$ cat config.mk
export PLATFORM = sky130hd
export DESIGN_NAME = mc_ctrl
export DESIGN_NICKNAME = d
export VERILOG_FILES = /design/src/rtl/mc_pkg.sv /design/src/rtl/mc_alu_dec.sv /design/src/rtl/mc_ctrl.sv
export SDC_FILE = /design/constraint.sdc
export NUM_CORES = 1
export LEC_CHECK = 0
export ABC_AREA = 0
export CORE_MARGIN = 8
export CORE_UTILIZATION = 40
export CTS_CLUSTER_SIZE = 8
export DETAILED_ROUTE_END_ITERATION = 8
export PLACE_DENSITY = 0.71
export SYNTH_ARGS = -nofsm -noshare
export SYNTH_HDL_FRONTEND = slang
export SYNTH_SLANG_ARGS = --single-unit
$ cat constraint.sdc
create_clock -name clk -period 3.53 [get_ports clk]
set_input_delay 0.706 -clock clk [delete_from_list [all_inputs] [get_ports clk]]
set_output_delay 0.706 -clock clk [all_outputs]
set_load 0.05 [all_outputs]
$ cat src/rtl/mc_pkg.sv
// Shared encodings for the multi-cycle MIPS-subset control unit:
// states, opcodes/functs, ALU codes and datapath mux selects.
package mc_pkg;

  typedef enum logic [3:0] {
    S_IDLE   = 4'd0,
    S_FETCH  = 4'd1,
    S_DECODE = 4'd2,
    S_MEMADR = 4'd3,
    S_MEMRD  = 4'd4,
    S_MEMWB  = 4'd5,
    S_MEMWR  = 4'd6,
    S_EXEC   = 4'd7,
    S_RWB    = 4'd8,
    S_BRANCH = 4'd9,
    S_IEXEC  = 4'd10,
    S_IWB    = 4'd11,
    S_JUMP   = 4'd12,
    S_JAL    = 4'd13,
    S_JR     = 4'd14,
    S_RSVD   = 4'd15
  } state_e;

  localparam logic [5:0] OP_RTYPE = 6'b000000;
  localparam logic [5:0] OP_LW    = 6'b100011;
  localparam logic [5:0] OP_SW    = 6'b101011;
  localparam logic [5:0] OP_BEQ   = 6'b000100;
  localparam logic [5:0] OP_BNE   = 6'b000101;
  localparam logic [5:0] OP_ADDI  = 6'b001000;
  localparam logic [5:0] OP_ORI   = 6'b001101;
  localparam logic [5:0] OP_J     = 6'b000010;
  localparam logic [5:0] OP_JAL   = 6'b000011;

  localparam logic [5:0] FN_ADD = 6'b100000;
  localparam logic [5:0] FN_SUB = 6'b100010;
  localparam logic [5:0] FN_AND = 6'b100100;
  localparam logic [5:0] FN_OR  = 6'b100101;
  localparam logic [5:0] FN_NOR = 6'b100111;
  localparam logic [5:0] FN_SLT = 6'b101010;
  localparam logic [5:0] FN_SLL = 6'b000000;
  localparam logic [5:0] FN_SRL = 6'b000010;
  localparam logic [5:0] FN_JR  = 6'b001000;

  localparam logic [3:0] ALU_ADD = 4'd0;
  localparam logic [3:0] ALU_SUB = 4'd1;
  localparam logic [3:0] ALU_AND = 4'd2;
  localparam logic [3:0] ALU_OR  = 4'd3;
  localparam logic [3:0] ALU_NOR = 4'd4;
  localparam logic [3:0] ALU_SLT = 4'd5;
  localparam logic [3:0] ALU_SLL = 4'd6;
  localparam logic [3:0] ALU_SRL = 4'd7;

  typedef enum logic [1:0] {
    AC_ADD   = 2'd0,
    AC_SUB   = 2'd1,
    AC_RTYPE = 2'd2,
    AC_ITYPE = 2'd3
  } alu_cls_e;

  localparam logic [1:0] SA_PC    = 2'b00;
  localparam logic [1:0] SA_A     = 2'b01;
  localparam logic [1:0] SA_SHAMT = 2'b10;

  localparam logic [1:0] SB_B     = 2'b00;
  localparam logic [1:0] SB_FOUR  = 2'b01;
  localparam logic [1:0] SB_IMM   = 2'b10;
  localparam logic [1:0] SB_BROFF = 2'b11;

  localparam logic [1:0] PS_ALU    = 2'b00;
  localparam logic [1:0] PS_ALUOUT = 2'b01;
  localparam logic [1:0] PS_JUMP   = 2'b10;
  localparam logic [1:0] PS_REG    = 2'b11;

  localparam logic [1:0] RD_RT = 2'b00;
  localparam logic [1:0] RD_RD = 2'b01;
  localparam logic [1:0] RD_RA = 2'b10;

  localparam logic [1:0] MR_ALUOUT = 2'b00;
  localparam logic [1:0] MR_MDR    = 2'b01;
  localparam logic [1:0] MR_PC     = 2'b10;

  function automatic logic is_retire(state_e s);
    return (s == S_MEMWB) || (s == S_MEMWR) ||
           (s == S_RWB)   || (s == S_BRANCH) ||
           (s == S_IWB)   || (s == S_JUMP) ||
           (s == S_JAL)   || (s == S_JR);
  endfunction

endpackage

$ cat src/rtl/mc_alu_dec.sv
// ALU control decoder: alu class + op/funct -> alu_ctrl.
// Ports: cls, op, funct in; alu_ctrl out.
module mc_alu_dec
  import mc_pkg::*;
(
  input  alu_cls_e    cls,
  input  logic [5:0]  op,
  input  logic [5:0]  funct,
  output logic [3:0]  alu_ctrl
);

  always_comb begin
    alu_ctrl = ALU_ADD;
    case (cls)
      AC_ADD: alu_ctrl = ALU_ADD;
      AC_SUB: alu_ctrl = ALU_SUB;
      AC_RTYPE: begin
        case (funct)
          FN_ADD:  alu_ctrl = ALU_ADD;
          FN_SUB:  alu_ctrl = ALU_SUB;
          FN_AND:  alu_ctrl = ALU_AND;
          FN_OR:   alu_ctrl = ALU_OR;
          FN_NOR:  alu_ctrl = ALU_NOR;
          FN_SLT:  alu_ctrl = ALU_SLT;
          FN_SLL:  alu_ctrl = ALU_SLL;
          FN_SRL:  alu_ctrl = ALU_SRL;
          default: alu_ctrl = ALU_ADD;
        endcase
      end
      AC_ITYPE:
        alu_ctrl = (op == OP_ORI) ? ALU_OR : ALU_ADD;
      default: alu_ctrl = ALU_ADD;
    endcase
  end

endmodule

$ cat src/rtl/mc_ctrl.sv
// Multi-cycle control unit: sequences the shared datapath per opcode.
// Ports: clk/rstn, run, op/funct/zero in; datapath controls, state, illegal, instret out.
module mc_ctrl
  import mc_pkg::*;
#(
  parameter int CNT_W = 32
) (
  input  logic             clk,
  input  logic             rstn,
  input  logic             run,
  input  logic [5:0]       op,
  input  logic [5:0]       funct,
  input  logic             zero,
  output logic             pc_we,
  output logic             iord,
  output logic             mem_we,
  output logic             ir_we,
  output logic             rf_we,
  output logic [1:0]       reg_dst,
  output logic [1:0]       mem_to_reg,
  output logic [1:0]       alu_src_a,
  output logic [1:0]       alu_src_b,
  output logic             ext_op,
  output logic [3:0]       alu_ctrl,
  output logic [1:0]       pc_src,
  output logic [3:0]       state,
  output logic             illegal,
  output logic [CNT_W-1:0] instret
);

  state_e           state_q, state_d;
  logic             illegal_q, illegal_d;
  logic [CNT_W-1:0] instret_q, instret_d;
  alu_cls_e         alu_cls;
  logic             legal;
  logic             retire;

  mc_alu_dec u_alu_dec (
    .cls      (alu_cls),
    .op       (op),
    .funct    (funct),
    .alu_ctrl (alu_ctrl)
  );

  always_comb begin
    legal = 1'b1;
    case (op)
      OP_RTYPE: begin
        case (funct)
          FN_ADD, FN_SUB, FN_AND, FN_OR, FN_NOR,
          FN_SLT, FN_SLL, FN_SRL, FN_JR: legal = 1'b1;
          default: legal = 1'b0;
        endcase
      end
      OP_LW, OP_SW, OP_BEQ, OP_BNE,
      OP_ADDI, OP_ORI, OP_J, OP_JAL: legal = 1'b1;
      default: legal = 1'b0;
    endcase
  end

  assign retire = is_retire(state_q);

  always_comb begin
    state_d = state_q;
    case (state_q)
      S_IDLE:   state_d = run ? S_FETCH : S_IDLE;
      S_FETCH:  state_d = S_DECODE;
      S_DECODE: begin
        case (op)
          OP_LW, OP_SW:   state_d = S_MEMADR;
          OP_RTYPE:       state_d = (funct == FN_JR) ? S_JR : S_EXEC;
          OP_BEQ, OP_BNE: state_d = S_BRANCH;
          OP_ADDI, OP_ORI: state_d = S_IEXEC;
          OP_J:           state_d = S_JUMP;
          OP_JAL:         state_d = S_JAL;
          default:        state_d = S_IDLE;
        endcase
        if (!legal) state_d = S_IDLE;
      end
      S_MEMADR: state_d = (op == OP_LW) ? S_MEMRD : S_MEMWR;
      S_MEMRD:  state_d = S_MEMWB;
      S_EXEC:   state_d = S_RWB;
      S_IEXEC:  state_d = S_IWB;
      default:  state_d = S_IDLE;
    endcase
    if (retire) state_d = run ? S_FETCH : S_IDLE;
  end

  always_comb begin
    illegal_d = (state_q == S_DECODE) && !legal;
    instret_d = instret_q;
    if (retire) instret_d = instret_q + {{(CNT_W-1){1'b0}}, 1'b1};
  end

  always_ff @(posedge clk or negedge rstn) begin
    if (!rstn) begin
      state_q   <= S_IDLE;
      illegal_q <= 1'b0;
      instret_q <= '0;
    end else begin
      state_q   <= state_d;
      illegal_q <= illegal_d;
      instret_q <= instret_d;
    end
  end

  always_comb begin
    pc_we      = 1'b0;
    iord       = 1'b0;
    mem_we     = 1'b0;
    ir_we      = 1'b0;
    rf_we      = 1'b0;
    reg_dst    = RD_RT;
    mem_to_reg = MR_ALUOUT;
    alu_src_a  = SA_PC;
    alu_src_b  = SB_B;
    ext_op     = 1'b0;
    pc_src     = PS_ALU;
    alu_cls    = AC_ADD;
    case (state_q)
      S_FETCH: begin
        ir_we     = 1'b1;
        alu_src_b = SB_FOUR;
        pc_we     = 1'b1;
      end
      S_DECODE: alu_src_b = SB_BROFF;
      S_MEMADR: begin
        alu_src_a = SA_A;
        alu_src_b = SB_IMM;
        ext_op    = 1'b1;
      end
      S_MEMRD: iord = 1'b1;
      S_MEMWB: begin
        rf_we      = 1'b1;
        mem_to_reg = MR_MDR;
      end
      S_MEMWR: begin
        iord   = 1'b1;
        mem_we = 1'b1;
      end
      S_EXEC: begin
        alu_src_a = (funct == FN_SLL || funct == FN_SRL) ? SA_SHAMT : SA_A;
        alu_cls   = AC_RTYPE;
      end
      S_RWB: begin
        rf_we   = 1'b1;
        reg_dst = RD_RD;
      end
      S_BRANCH: begin
        alu_src_a = SA_A;
        alu_cls   = AC_SUB;
        pc_src    = PS_ALUOUT;
        pc_we     = (op == OP_BNE) ? ~zero : zero;
      end
      S_IEXEC: begin
        alu_src_a = SA_A;
        alu_src_b = SB_IMM;
        ext_op    = (op == OP_ADDI);
        alu_cls   = AC_ITYPE;
      end
      S_IWB: rf_we = 1'b1;
      S_JUMP: begin
        pc_src = PS_JUMP;
        pc_we  = 1'b1;
      end
      // Link writes PC+4: PC still holds it until this edge updates PC.
      S_JAL: begin
        pc_src     = PS_JUMP;
        pc_we      = 1'b1;
        rf_we      = 1'b1;
        reg_dst    = RD_RA;
        mem_to_reg = MR_PC;
      end
      S_JR: begin
        pc_src = PS_REG;
        pc_we  = 1'b1;
      end
      default: ;
    endcase
  end

  assign state   = state_q;
  assign illegal = illegal_q;
  assign instret = instret_q;

endmodule
Figure 1. Signal wires by layer.
Scale bar: 20 um. Only two layers are drawn.
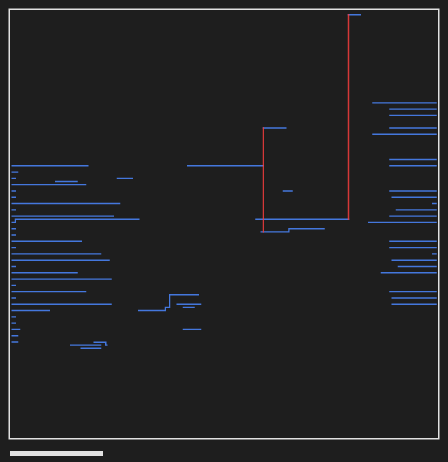
legend:
  red:
    layer: metal 4
    wire_length: 66.6 um
  blue:
    layer: metal 3
    wire_length: 573 um
DRT Wirelength: 6.32 mm
DR vias: 2259
Wirelength per Cell: 14.9 um
global-route usage over all layers: 0.152

Figure 2. Logic cells by family.
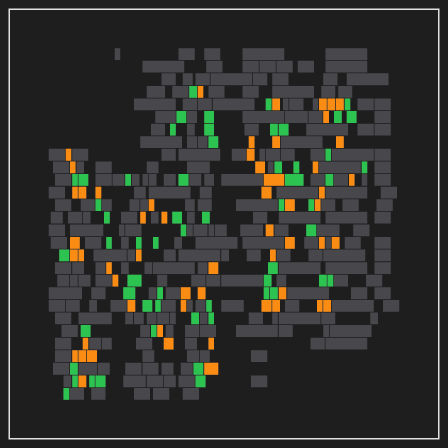
legend:
  green:
    family: NAND gates
    cells: 57
    most_used: nand2_1
  orange:
    family: NOR gates
    cells: 56
    most_used: nor2_1

Figure 3. Placement by cell class.
Scale bar: 20 um.
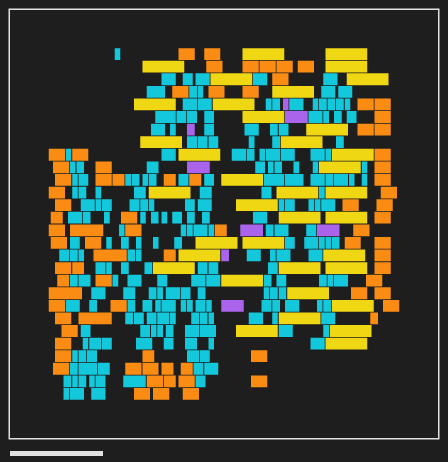
legend:
  purple:
    class: clock drivers and dummy loads
    cells: 8
    share_of_their_area: 2.6%
  cyan:
    class: combinational and other logic
    cells: 224
    share_of_their_area: 43%
  yellow:
    class: flops
    cells: 37
    share_of_their_area: 29%
  orange:
    class: other buffers and delay cells
    cells: 80
    share_of_their_area: 25%
fin area: 3260 um^2
Cell Rows: 28
Finished Core Util: 0.563
CORE AREA: 5780 um^2
flop share of the area: 0.284

==> results.cfg <==
; yosys + openroad results
[job]
warnings = 26

[routing]
drtAntennaViolNets = 0
wl_met2_mm = 2.90
dr.pass1.iters = 6
drtIter0Drc = 61
wl_met3_um = 572
wl_met1_mm = 2.78

[clocking]
tritoncts = yes
clkLatencyLatePin_ns = 0.29
cts_max_path_buffers = 2
cts.sinks = 37
cts_resized = 0

[die]
die_x_um = 92.5
die-area_um2 = 8550
ios = 73

[synthesis]
yosys_cells = 274
ys_sh_simple = 0.291
ys.flop_type = dfrtp_1
avgSynthCellArea_um2 = 8.54

[place]
hpwl_mm = 4.80
place_inst = 416
place_area_um2 = 3170

[pwr]
irDropWorstVdd_mv = 0.593

[layout]
fin_cells = 424

[worst_hold_path]
whs_path_depth = 1
whs_endpoint = instret[31]$_DFFE_PN0N_

[worst_setup_path]
worst_ep_required_time_ns = 2.82
timing.rr.end = instret[31]$_DFFE_PN0N_
path_max_fanout = 3
endpoint_kind = primary output
reg2reg_slack_ns = 1.25
startpoint_type = primary input
crit_end = alu_ctrl[1]

[sta]
slew_viol_final = 0

[run_status]
status = finished, final reports clean
Figure 4. Congestion heat map.
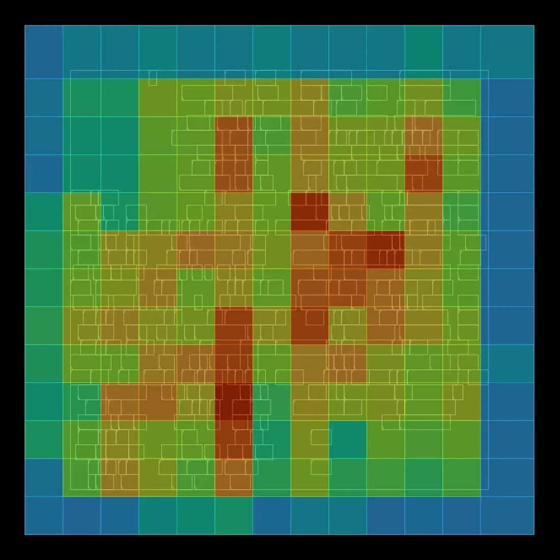
GR peak layer: met2
GRT met1 Usage: 0.181
grt met3 use: 0.0639
met2 usage: 0.246

Figure 5. Sequential cells grouped by signal name.
Scale bar: 20 um.
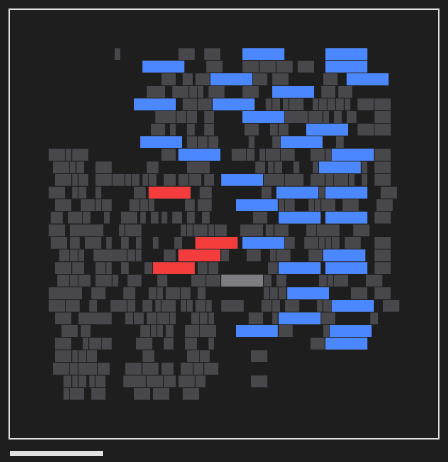
legend:
  blue:
    netlist_name: instret
    sequential_cells: 32
  red:
    netlist_name: state
    sequential_cells: 4
    where: centre

[cells by family after synthesis]
family | Yosys count
adder cells (fa/ha/maj) | 1
buffers and inverters | 26
multiplexers | 2
flip-flops | 37
AND-OR/OR-AND | 45
AND/OR/NAND/NOR | 130
other | 1
XOR/XNOR | 32
[final cells by class]
type,instances,area (um^2)
tap,75,93.8
clock inverter,2,10.0
inverter,13,48.8
multi-input combinational,211,1300
sequential,37,926
fill,532,2520
clock buffer,6,72.6
timing repair buffer,80,806
[Yosys cell counts (2+ instances only)]
cell type,count,share of area
a211oi_1,3,0.0096
nand3_1,11,0.024
nand2_1,26,0.042
nor4_1,8,0.021
xnor2_1,10,0.037
a21o_1,2,0.0064
o21ai_1,2,0.0043
and2_1,3,0.0080
and3_1,6,0.016
a32oi_1,2,0.0075
nor2b_1,2,0.0053
buf_2,4,0.0086
nor2_1,26,0.042
dfrtp_1,37,0.40
a21oi_1,12,0.026
inv_1,13,0.021
nor3_1,18,0.039
mux2_1,2,0.0096
nand2b_1,10,0.027
nand4_1,7,0.019
o21ai_0,5,0.011
xor2_1,22,0.082
o2111ai_1,2,0.0075
o22ai_1,4,0.011
o32ai_1,2,0.0075
or3_1,3,0.0080
clkbuf_1,6,0.0096
[worst max-delay path, cell delays in order]
cell	delay [ns]
clkdlybuf4s50_1	0.42
or4b_4	0.55
or3_1	0.41
o32ai_1	0.24
buf_12	0.20
[report_power, final]
group | internal (uW) | switching (uW) | total (uW)
Clock | 137 | 145 | 282
Sequential | 466 | 64.4 | 531
Combinational | 317 | 597 | 915
[per-layer routing]
metal	vias up	track usage
met5	-	0
met4	0	0.0456
met3	5	0.0639
met2	79	0.246
met1	1062	0.181
li1	1113	-
[state kept, by name, summed over array words and instances (netlist names)]
signal and cells:
instret 32, state 4, illegal 1
